### config.mk
export PLATFORM = sky130hd
export DESIGN_NAME = ddr_frame_arbiter
export DESIGN_NICKNAME = d
export VERILOG_FILES = /design/src/rtl/ddr_frame_arbiter.sv
export SDC_FILE = /design/constraint.sdc
export NUM_CORES = 1
export LEC_CHECK = 0
export ABC_AREA = 1
export ABC_CLOCK_PERIOD_IN_PS = 4650
export CORE_MARGIN = 2
export CORE_UTILIZATION = 35
export DETAILED_ROUTE_END_ITERATION = 16
export PLACE_DENSITY_LB_ADDON = 0.05
export SLEW_MARGIN = 20
export SYNTH_ARGS = -nofsm -noshare
export SYNTH_HDL_FRONTEND = slang
export SYNTH_SLANG_ARGS = --single-unit
### constraint.sdc
create_clock -name afi_clk -period 4.65 [get_ports afi_clk]
set_input_delay 0.93 -clock afi_clk [delete_from_list [all_inputs] [get_ports afi_clk]]
set_output_delay 0.93 -clock afi_clk [all_outputs]
set_load 0.05 [all_outputs]
### src/rtl/ddr_frame_arbiter.sv
// Round-robin scheduler sharing one UniPHY Avalon-MM port between a frame write
// stream (write FIFO -> DDR) and a frame read stream (DDR -> read FIFO).
module ddr_frame_arbiter #(
  parameter int ADDR_W      = 26,
  parameter int BURST_LEN   = 4,
  parameter int FRAME_BEATS = 196608,
  parameter int FRAME_BASE  = 0,
  parameter int RD_LIMIT    = 248
) (
  input  logic              afi_clk,
  input  logic              rstn,
  input  logic              local_cal_success,
  input  logic [7:0]        wr_fifo_usedw,
  input  logic [63:0]       wr_fifo_rdata,
  output logic              wr_fifo_rdreq,
  input  logic [7:0]        rd_fifo_usedw,
  output logic [63:0]       rd_fifo_wdata,
  output logic              rd_fifo_wrreq,
  input  logic              avl_ready,
  input  logic              avl_rdata_valid,
  input  logic [63:0]       avl_rdata,
  output logic              avl_burstbegin,
  output logic [ADDR_W-1:0] avl_addr,
  output logic [63:0]       avl_wdata,
  output logic [7:0]        avl_be,
  output logic              avl_read_req,
  output logic              avl_write_req,
  output logic [2:0]        avl_size,
  output logic              frame_wr_done,
  output logic              frame_rd_done,
  output logic              busy
);

  typedef enum logic [2:0] {IDLE, ARB, WR_BURST, RD_CMD, RD_WAIT} state_t;

  localparam logic [ADDR_W-1:0] STEP      = ADDR_W'(BURST_LEN);
  localparam logic [ADDR_W-1:0] PTR_LAST  = ADDR_W'(FRAME_BEATS - BURST_LEN);
  localparam logic [ADDR_W-1:0] BASE      = ADDR_W'(FRAME_BASE);
  localparam logic [2:0]        BEAT_LAST = 3'(BURST_LEN - 1);
  localparam logic [2:0]        SIZE      = 3'(BURST_LEN);
  localparam logic [7:0]        WR_MIN    = 8'(BURST_LEN);
  localparam logic [7:0]        RD_MAX    = 8'(RD_LIMIT);

  state_t            state_q, state_d;
  logic [ADDR_W-1:0] wr_ptr_q, wr_ptr_d;
  logic [ADDR_W-1:0] rd_ptr_q, rd_ptr_d;
  logic [2:0]        beat_q, beat_d;
  logic              last_rd_q, last_rd_d;
  logic              frame_valid_q, frame_valid_d;
  logic [63:0]       rd_wdata_q, rd_wdata_d;
  logic              rd_wrreq_q, rd_wrreq_d;
  logic              rd_done_q, rd_done_d;
  logic              wr_elig, rd_elig;

  always_comb begin
    state_d        = state_q;
    wr_ptr_d       = wr_ptr_q;
    rd_ptr_d       = rd_ptr_q;
    beat_d         = beat_q;
    last_rd_d      = last_rd_q;
    frame_valid_d  = frame_valid_q;
    rd_wdata_d     = rd_wdata_q;
    rd_wrreq_d     = 1'b0;
    rd_done_d      = 1'b0;
    wr_fifo_rdreq  = 1'b0;
    avl_burstbegin = 1'b0;
    avl_addr       = '0;
    avl_wdata      = '0;
    avl_read_req   = 1'b0;
    avl_write_req  = 1'b0;
    avl_size       = '0;
    frame_wr_done  = 1'b0;
    wr_elig        = wr_fifo_usedw >= WR_MIN;
    rd_elig        = frame_valid_q && (rd_fifo_usedw <= RD_MAX);

    case (state_q)
      IDLE: begin
        if (local_cal_success) state_d = ARB;
      end
      ARB: begin
        // On a tie, last_rd_q decides: the stream not served last wins.
        if (!local_cal_success) begin
          state_d = IDLE;
        end else if (wr_elig && (!rd_elig || last_rd_q)) begin
          state_d   = WR_BURST;
          last_rd_d = 1'b0;
        end else if (rd_elig) begin
          state_d   = RD_CMD;
          last_rd_d = 1'b1;
        end
      end
      WR_BURST: begin
        avl_write_req  = 1'b1;
        avl_size       = SIZE;
        avl_addr       = BASE + wr_ptr_q;
        avl_wdata      = wr_fifo_rdata;
        avl_burstbegin = (beat_q == 3'd0);
        wr_fifo_rdreq  = avl_ready;
        if (avl_ready) begin
          if (beat_q == BEAT_LAST) begin
            beat_d  = 3'd0;
            state_d = ARB;
            if (wr_ptr_q == PTR_LAST) begin
              wr_ptr_d      = '0;
              frame_wr_done = 1'b1;
              frame_valid_d = 1'b1;
            end else begin
              wr_ptr_d = wr_ptr_q + STEP;
            end
          end else begin
            beat_d = beat_q + 3'd1;
          end
        end
      end
      RD_CMD: begin
        avl_read_req   = 1'b1;
        avl_burstbegin = 1'b1;
        avl_size       = SIZE;
        avl_addr       = BASE + rd_ptr_q;
        if (avl_ready) state_d = RD_WAIT;
      end
      RD_WAIT: begin
        if (avl_rdata_valid) begin
          rd_wrreq_d = 1'b1;
          rd_wdata_d = avl_rdata;
          if (beat_q == BEAT_LAST) begin
            beat_d  = 3'd0;
            state_d = ARB;
            if (rd_ptr_q == PTR_LAST) begin
              rd_ptr_d  = '0;
              rd_done_d = 1'b1;
            end else begin
              rd_ptr_d = rd_ptr_q + STEP;
            end
          end else begin
            beat_d = beat_q + 3'd1;
          end
        end
      end
      default: state_d = IDLE;
    endcase
  end

  always_ff @(posedge afi_clk or negedge rstn) begin
    if (!rstn) begin
      state_q       <= IDLE;
      wr_ptr_q      <= '0;
      rd_ptr_q      <= '0;
      beat_q        <= '0;
      last_rd_q     <= 1'b1;
      frame_valid_q <= 1'b0;
      rd_wdata_q    <= '0;
      rd_wrreq_q    <= 1'b0;
      rd_done_q     <= 1'b0;
    end else begin
      state_q       <= state_d;
      wr_ptr_q      <= wr_ptr_d;
      rd_ptr_q      <= rd_ptr_d;
      beat_q        <= beat_d;
      last_rd_q     <= last_rd_d;
      frame_valid_q <= frame_valid_d;
      rd_wdata_q    <= rd_wdata_d;
      rd_wrreq_q    <= rd_wrreq_d;
      rd_done_q     <= rd_done_d;
    end
  end

  assign avl_be        = 8'hFF;
  assign rd_fifo_wdata = rd_wdata_q;
  assign rd_fifo_wrreq = rd_wrreq_q;
  assign frame_rd_done = rd_done_q;
  assign busy          = (state_q == WR_BURST) || (state_q == RD_CMD) || (state_q == RD_WAIT);

endmodule

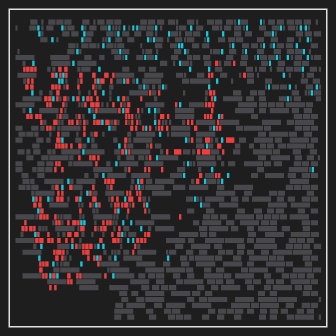
(gate families picked out)
| color | family | cells | most used |
|---|---|---|---|
| red | NAND gates | 273 | nand2_1 |
| cyan | inverters | 150 | inv_1 |
Layout Cells excl Fill: 1491
Comb/total area: 29.4%
Top cell excl fill/tap: clkdlybuf4s50_1

==> flow_metrics.env <==
# source this file to load flow results
export IMPL_n_clock_buffer=17
export IMPL_syn_area_per_cell_um2=7.71
export IMPL_buffers_excl_clock=312
export IMPL_synth_cells=911
export IMPL_tritoncts="yes"
export IMPL_path_class="reg2out"
export IMPL_ys_seq_share_pct=43.5
export IMPL_antenna_found_initial=0
export IMPL_reg2reg_depth=7
export IMPL_rsz0062_at_grt="no"
export IMPL_drive_gt1_share_pct=5.71
export IMPL_drv_slew=0
export IMPL_synth_edff_count=0
export IMPL_synth_area_um2=7020
export IMPL_inv_count=150
export IMPL_worstSetupPathDepth=5
export IMPL_outcome="completed"
export IMPL_crit_end="avl_wdata[55]"
export IMPL_clk_share_pct=5.50
export IMPL_finalHoldViolCount=0
export IMPL_cts_buffers=17
export IMPL_ys_flops=122
export IMPL_min_delay_path_depth=2
export IMPL_ff2ff_setup_slack_ns=2.24
export IMPL_ff_count=122
export IMPL_top_area_cell="dfrtp_1"
export IMPL_ys_cells=911
export IMPL_drt_total_wl_mm=24.0
export IMPL_crit_slowest_cell="clkdlybuf4s50_1"
export IMPL_synth_most_common_cell="nand2_1"
export IMPL_synth_simple_area_share_pct=27.3
export IMPL_mux_area_share_pct=10.3
export IMPL_required_ns=3.72
export IMPL_ys_sh_xor_pct=1.25
export IMPL_cts_root_buf="clkbuf_16"
export IMPL_clock_skew_ns=0.0146
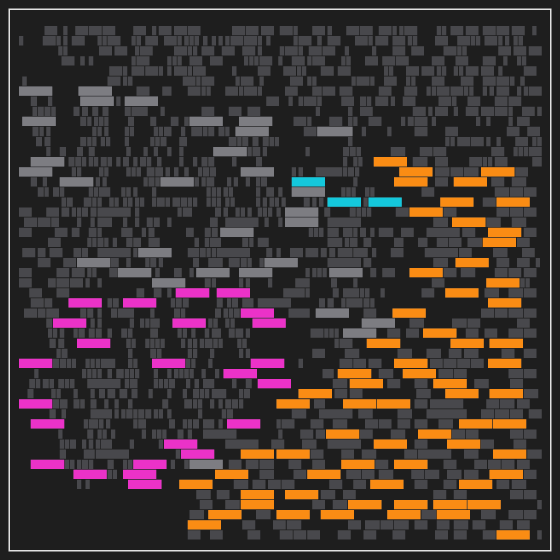
(register map, names as in the netlist)
Other sequential cells in the stronger gray, the rest of the logic in the fainter gray.
| color | signal | flops |
|---|---|---|
| orange | rd_fifo_wdata | 64 |
| cyan | state_q | 3 |
| magenta | rd_ptr_q | 24 |
sequential power: 1.78 mW
fraction of area in registers: 28.1%
final core utilization: 55.4%
sequential cell area: 3050 µm²

state kept, by name, summed over array words and instances, names as in the netlist:
register / flops
rd_fifo_wdata: 64
frame_rd_done: 1
rd_ptr_q: 24
wr_ptr_q: 24
beat_q: 3
rd_fifo_wrreq: 1
state_q: 3
frame_valid_q: 1
last_rd_q: 1
report_power, final:
part	total (mW)	switching [mW]	internal (mW)
sequential	1.78	0.297	1.48
combinational	4.27	2.91	1.36
clock	1.36	0.593	0.768
total	7.41	3.80	3.61
metal layers:
metal | track usage, % | vias up | routed length [µm]
li1 | - | 3452 | -
met1 | 30.7 | 3190 | 11100
met2 | 35.2 | 266 | 11100
met3 | 4.83 | 19 | 1460
met4 | 5.64 | 0 | 335
met5 | 0 | - | 0
No activity file was given, so power comes from the tool's default toggle rates.
